<file path="config.mk">
export PLATFORM = sky130hd
export DESIGN_NAME = serial_read_buffer
export DESIGN_NICKNAME = d
export VERILOG_FILES = /design/src/rtl/serial_read_buffer.sv
export SDC_FILE = /design/constraint.sdc
export NUM_CORES = 1
export LEC_CHECK = 0
export CAP_MARGIN = 20
export CORE_AREA = 2 2 39 41
export CTS_CLUSTER_DIAMETER = 100
export DETAILED_ROUTE_END_ITERATION = 6
export DIE_AREA = 0 0 41 43
export PLACE_DENSITY = 0.59
export SETUP_SLACK_MARGIN = 0.05
export SLEW_MARGIN = 20
export SYNTH_ARGS = -nofsm -noshare
export SYNTH_HDL_FRONTEND = slang
export SYNTH_SLANG_ARGS = --single-unit
</file>
<file path="constraint.sdc">
create_clock -name clk -period 1.2 [get_ports clk]
set_clock_uncertainty 0.05 [all_clocks]
set_input_delay 0.24 -clock clk [delete_from_list [all_inputs] [get_ports clk]]
set_output_delay 0.24 -clock clk [all_outputs]
set_load 0.02 [all_outputs]
</file>
<file path="src/rtl/serial_read_buffer.sv">
// Serial-to-parallel receive stage: start-bit detect, MSB-first shift-in of WIDTH bits,
// and a one-entry valid/ready holding register with a sticky overflow flag.
module serial_read_buffer #(
    parameter int WIDTH = 3
) (
    input  logic             clk,
    input  logic             rstN,
    input  logic             din,
    input  logic             ready,
    input  logic             clr_ovf,
    output logic [WIDTH-1:0] dout,
    output logic             valid,
    output logic             busy,
    output logic             overflow
);

    localparam int CW = $clog2(WIDTH);
    localparam logic [CW-1:0] LAST_IDX = CW'(WIDTH - 1);

    typedef enum logic {
        IDLE    = 1'b0,
        RECEIVE = 1'b1
    } state_e;

    state_e           state_q, state_d;
    logic [CW-1:0]    cnt_q, cnt_d;
    logic [WIDTH-2:0] shift_q, shift_d;
    logic [WIDTH-1:0] dout_q, dout_d;
    logic             valid_q, valid_d;
    logic             busy_q, busy_d;
    logic             ovf_q, ovf_d;

    logic             complete_s;
    logic             consumed_s;
    logic             ovf_set_s;
    logic [WIDTH-1:0] word_s;

    // Receive FSM: start detection, shifting and frame completion.
    always_comb begin
        state_d    = state_q;
        cnt_d      = cnt_q;
        shift_d    = shift_q;
        complete_s = 1'b0;
        word_s     = {shift_q, din};
        case (state_q)
            IDLE: begin
                if (din) begin
                    state_d = RECEIVE;
                    cnt_d   = {CW{1'b0}};
                end else begin
                    state_d = IDLE;
                end
            end
            RECEIVE: begin
                shift_d = word_s[WIDTH-2:0];
                if (cnt_q == LAST_IDX) begin
                    // Returning to IDLE here lets a start bit on the very next edge be taken.
                    complete_s = 1'b1;
                    state_d    = IDLE;
                    cnt_d      = {CW{1'b0}};
                end else begin
                    state_d = RECEIVE;
                    cnt_d   = cnt_q + CW'(1'b1);
                end
            end
            default: begin
                state_d = IDLE;
                cnt_d   = {CW{1'b0}};
            end
        endcase
        busy_d = (state_d == RECEIVE);
    end

    // Holding register handshake and overflow bookkeeping.
    always_comb begin
        dout_d     = dout_q;
        valid_d    = valid_q;
        ovf_set_s  = 1'b0;
        consumed_s = valid_q & ready;
        if (complete_s && (!valid_q || consumed_s)) begin
            dout_d  = word_s;
            valid_d = 1'b1;
        end else if (complete_s) begin
            ovf_set_s = 1'b1;
        end else if (consumed_s) begin
            valid_d = 1'b0;
        end else begin
            valid_d = valid_q;
        end
        // A drop on the same edge as a clear must leave the flag set.
        if (ovf_set_s) begin
            ovf_d = 1'b1;
        end else if (clr_ovf) begin
            ovf_d = 1'b0;
        end else begin
            ovf_d = ovf_q;
        end
    end

    // State and datapath registers with asynchronous reset.
    always_ff @(posedge clk or negedge rstN) begin
        if (!rstN) begin
            state_q <= IDLE;
            cnt_q   <= {CW{1'b0}};
            shift_q <= {(WIDTH-1){1'b0}};
            dout_q  <= {WIDTH{1'b0}};
            valid_q <= 1'b0;
            busy_q  <= 1'b0;
            ovf_q   <= 1'b0;
        end else begin
            state_q <= state_d;
            cnt_q   <= cnt_d;
            shift_q <= shift_d;
            dout_q  <= dout_d;
            valid_q <= valid_d;
            busy_q  <= busy_d;
            ovf_q   <= ovf_d;
        end
    end

    assign dout     = dout_q;
    assign valid    = valid_q;
    assign busy     = busy_q;
    assign overflow = ovf_q;

endmodule

</file>
Run 1, clock wires, drivers and flops:
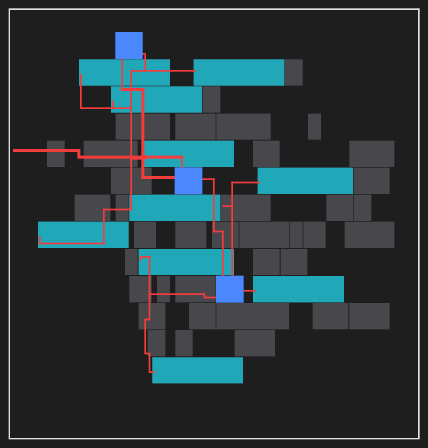
clock-net drivers -> blue  # count 3
clock wires -> red  # length 140 um
flip-flops -> cyan  # count 10
routed clock nets = 4
clock share of power: 0.189
Clock net power: 305 uW
Clock Latency Late Sink: 0.27 ns

Run 1, placed standard cells:
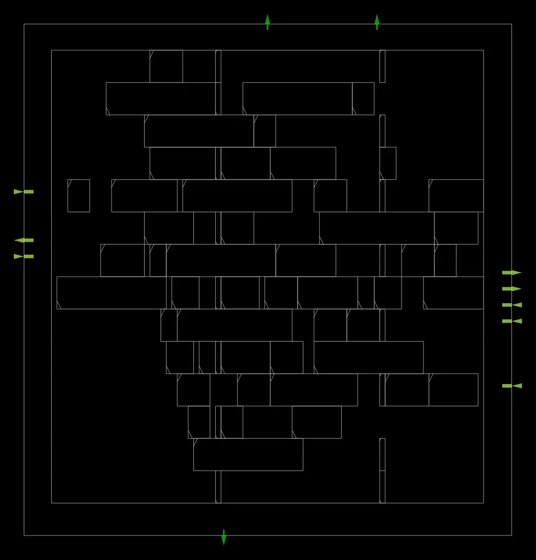
Flops: 10
Core ar.: 1380 sq um
fillers: 123
Util after Layout: 0.455

Run 1, cell sizes after repair:
Bar = 10 um.
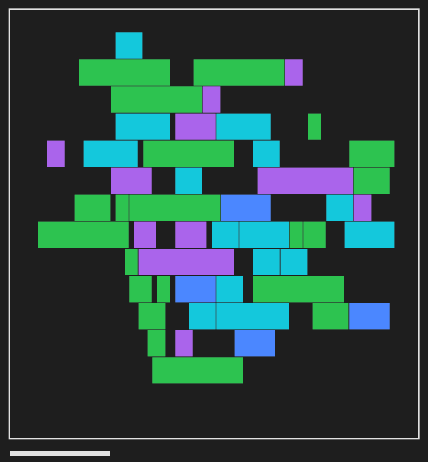
x2 -> purple  # cells 11, share 22%, most used buf_2
x1 and smaller -> green  # cells 21, share 41%, most used dfrtp_1
x3 and x4 -> cyan  # cells 15, share 29%, most used buf_4
x6 and larger -> blue  # cells 4, share 7.8%, most used buf_6
final worst setup slack: -0.0252 ns
Signal buffers: 18
fin area: 629 sq um

==> changes_impl.md, run 1 <==
## Implementation

* Seq cells post-synth at 10
* Mapped Cells at 29
* CP Capture Point: dout[0]$_DFFE_PN0P_
* Status: finished with violations
* Sequential portion of the cell area at 0.402
* Dominant comb cell: multiplexers
* Post-CTS setup buffers at 0
* Pint at 1090 uW
* Worst setup EP type: flip-flop
* Top cells by count: 10 x dfrtp_1, 5 x mux2_2, 3 x nand2_1
* Total number of vias at 311
* Violated checks: negative setup slack
* Worst-path fanout max at 3
* DRT Pass-1 Iters at 2
* Synth area leader: dfrtp_1
* Reg area at 253 sq um
* Average size of a mapped cell at 13.5 sq um
* Top area cell types: dfrtp_1 64%, mux2_2 14%, nor2b_4 3.5%, nand2_1 2.9%, nand3b_2 2.9%
* Setup violators final at 3
* Final worst setup slack at -0.0252 ns
run 1: critical path, stage by stage (launching register included):
cell      delay (ns)
dfrtp_2         0.39
buf_6           0.10
nand3b_4        0.08
nor2b_4         0.18
mux2_4          0.31
run 1: cell usage in the layout, fill, tap and decap left out, types with 2 or more instances in the layout:
cell,n
buf_4,6
buf_2,5
dfrtp_2,2
buf_6,3
dfrtp_1,8
mux2_4,3
inv_1,2
nand2_1,3
clkdlybuf4s50_1,3
mux2_2,2
clkbuf_4,3
run 1: routing by layer:
layer	share of wire	global-route usage	wire, um
met5	0	0	0
met3	0.075	0.0785	60
met2	0.55	0.175	437
met1	0.37	0.119	294
met4	0.010	0.0800	8
run 1: flip-flops by register name (all words and copies together) (netlist names):
name and flops:
busy 1, cnt_q 2, dout 3, overflow 1
shift_q 2, valid 1
Run 1, wiring heat map:
The die is cut into 8 by 9 equal tiles; dark blue is low, red is high, scaled to the fullest tile. Values are wire area over tile area, all layers added.
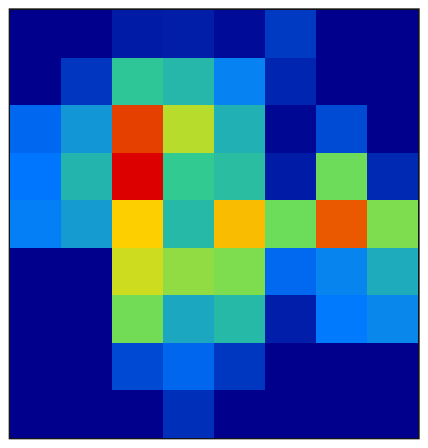

--- run 2 (diff from run 1) ---
--- a/config.mk
+++ b/config.mk
@@ -11,6 +11,7 @@
 export DETAILED_ROUTE_END_ITERATION = 6
 export DIE_AREA = 0 0 41 43
 export PLACE_DENSITY = 0.59
+export REMOVE_ABC_BUFFERS = 1
 export SETUP_SLACK_MARGIN = 0.05
 export SLEW_MARGIN = 20
 export SYNTH_ARGS = -nofsm -noshare
Run 2, wiring heat map:
The die is cut into 8 by 9 equal tiles; dark blue is low, red is high, scaled to the fullest tile. Values are wire area over tile area, all layers added.
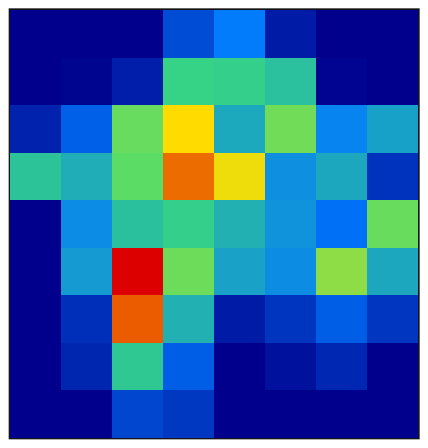
densest ninth of the die = centre
nearly empty tiles = 29%
mean over tiles = 0.069
total number of vias: 300
gr usage total: 0.122
Post-Route WL: 780 um

==> run 2 against run 1 <==
Effect of this change:
- the run still ends with negative setup slack left
- total power down 2.8%
- first-iteration DRC count unchanged
- worst setup slack worse by 0.016 ns
- clock power down 2%
- register-to-register slack worse by 0.02 ns
==> changes_impl.md, run 2 <==
## Implementation

* Status: finished with violations
* Violated checks: negative setup slack
* Average size of a mapped cell at 13.5 sq um (unchanged)
* DRT Pass-1 Iters at 2 (unchanged)
* CP cell instances: buf_4, buf_4
* Top Metal Used: met3
* Synth area leader: dfrtp_1
* Core ar. at 1380 sq um (unchanged)
* Signal buffers at 19 (+1)
* Largest register FFs at 3 (unchanged)
* M3 GR Usage at 0.0314 (-0.0471)
* Worst path bufs/invs at 2 (+1)
* Worst path max stage delay at 0.41 ns (+0.02 ns)
* Mapped Cells at 29 (unchanged)
* Post-CTS setup buffers at 1 (+1)
* Util after Layout at 0.441 (-0.0136)
* Setup violators final at 4 (+1)
* Top area cell types: dfrtp_1 64%, mux2_2 14%, nor2b_4 3.5%, nand2_1 2.9%, nand3b_2 2.9%
* Worst setup EP type: primary output
* Seq cells post-synth at 10 (unchanged)
* Flops at 10 (unchanged)
* Wire length on met2 at 410 um (-6.2%)
* Met3 WL at 41 um (-32%)
* M1 GR Usage at 0.145 (+0.0261)
* Dominant comb cell: multiplexers
* Delay-heaviest family, CP: flip-flops
* Grt peak-use layer: met2
* Cell repeated most along the worst path: buf_4
* Sequential portion of the cell area at 0.410 (+0.00825)
* Final worst setup slack at -0.0410 ns (-0.0158 ns)
* Top cells by count: 10 x dfrtp_1, 5 x mux2_2, 3 x nand2_1
Run 2, clock wires, drivers and flops:
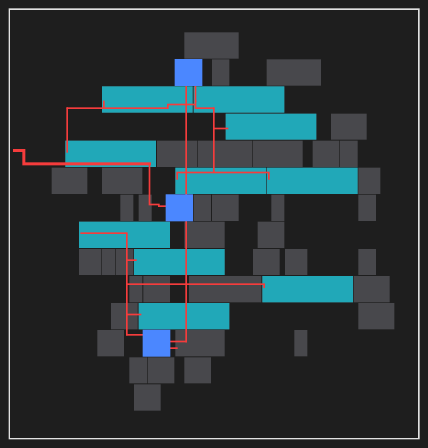
flip-flops -> cyan  # count 10
clock-net drivers -> blue  # count 3
clock wires -> red  # length 129 um
routed clock nets = 4
clock share of power: 0.190
Clock Latency Late Sink: 0.26 ns

run 2: worst max path at each step:
stage | startpoint | to | slack, ns
after floorplan | busy$_DFF_PN0_ | dout[0]$_DFFE_PN0P_ | -0.13
after global placement | ready | dout[2]$_DFFE_PN0P_ | -0.28
after detailed placement | ready | dout[2]$_DFFE_PN0P_ | -0.31
after CTS | busy$_DFF_PN0_ | dout[2]$_DFFE_PN0P_ | -0.04
after global routing | busy$_DFF_PN0_ | dout[1]$_DFFE_PN0P_ | -0.08
final | busy$_DFF_PN0_ | busy | -0.04
run 2: where the power goes:
group / total [uW] / leakage (uW) / switching (uW) / internal, uW
combinational: 706 / 0.000164 / 303 / 403
sequential: 567 / 0.000121 / 89.5 / 478
clock: 300 / 0.0000210 / 115 / 184
total: 1570 / 0.000306 / 508 / 1060
Power figures rest on the tool's default switching activity, not on a simulated workload.
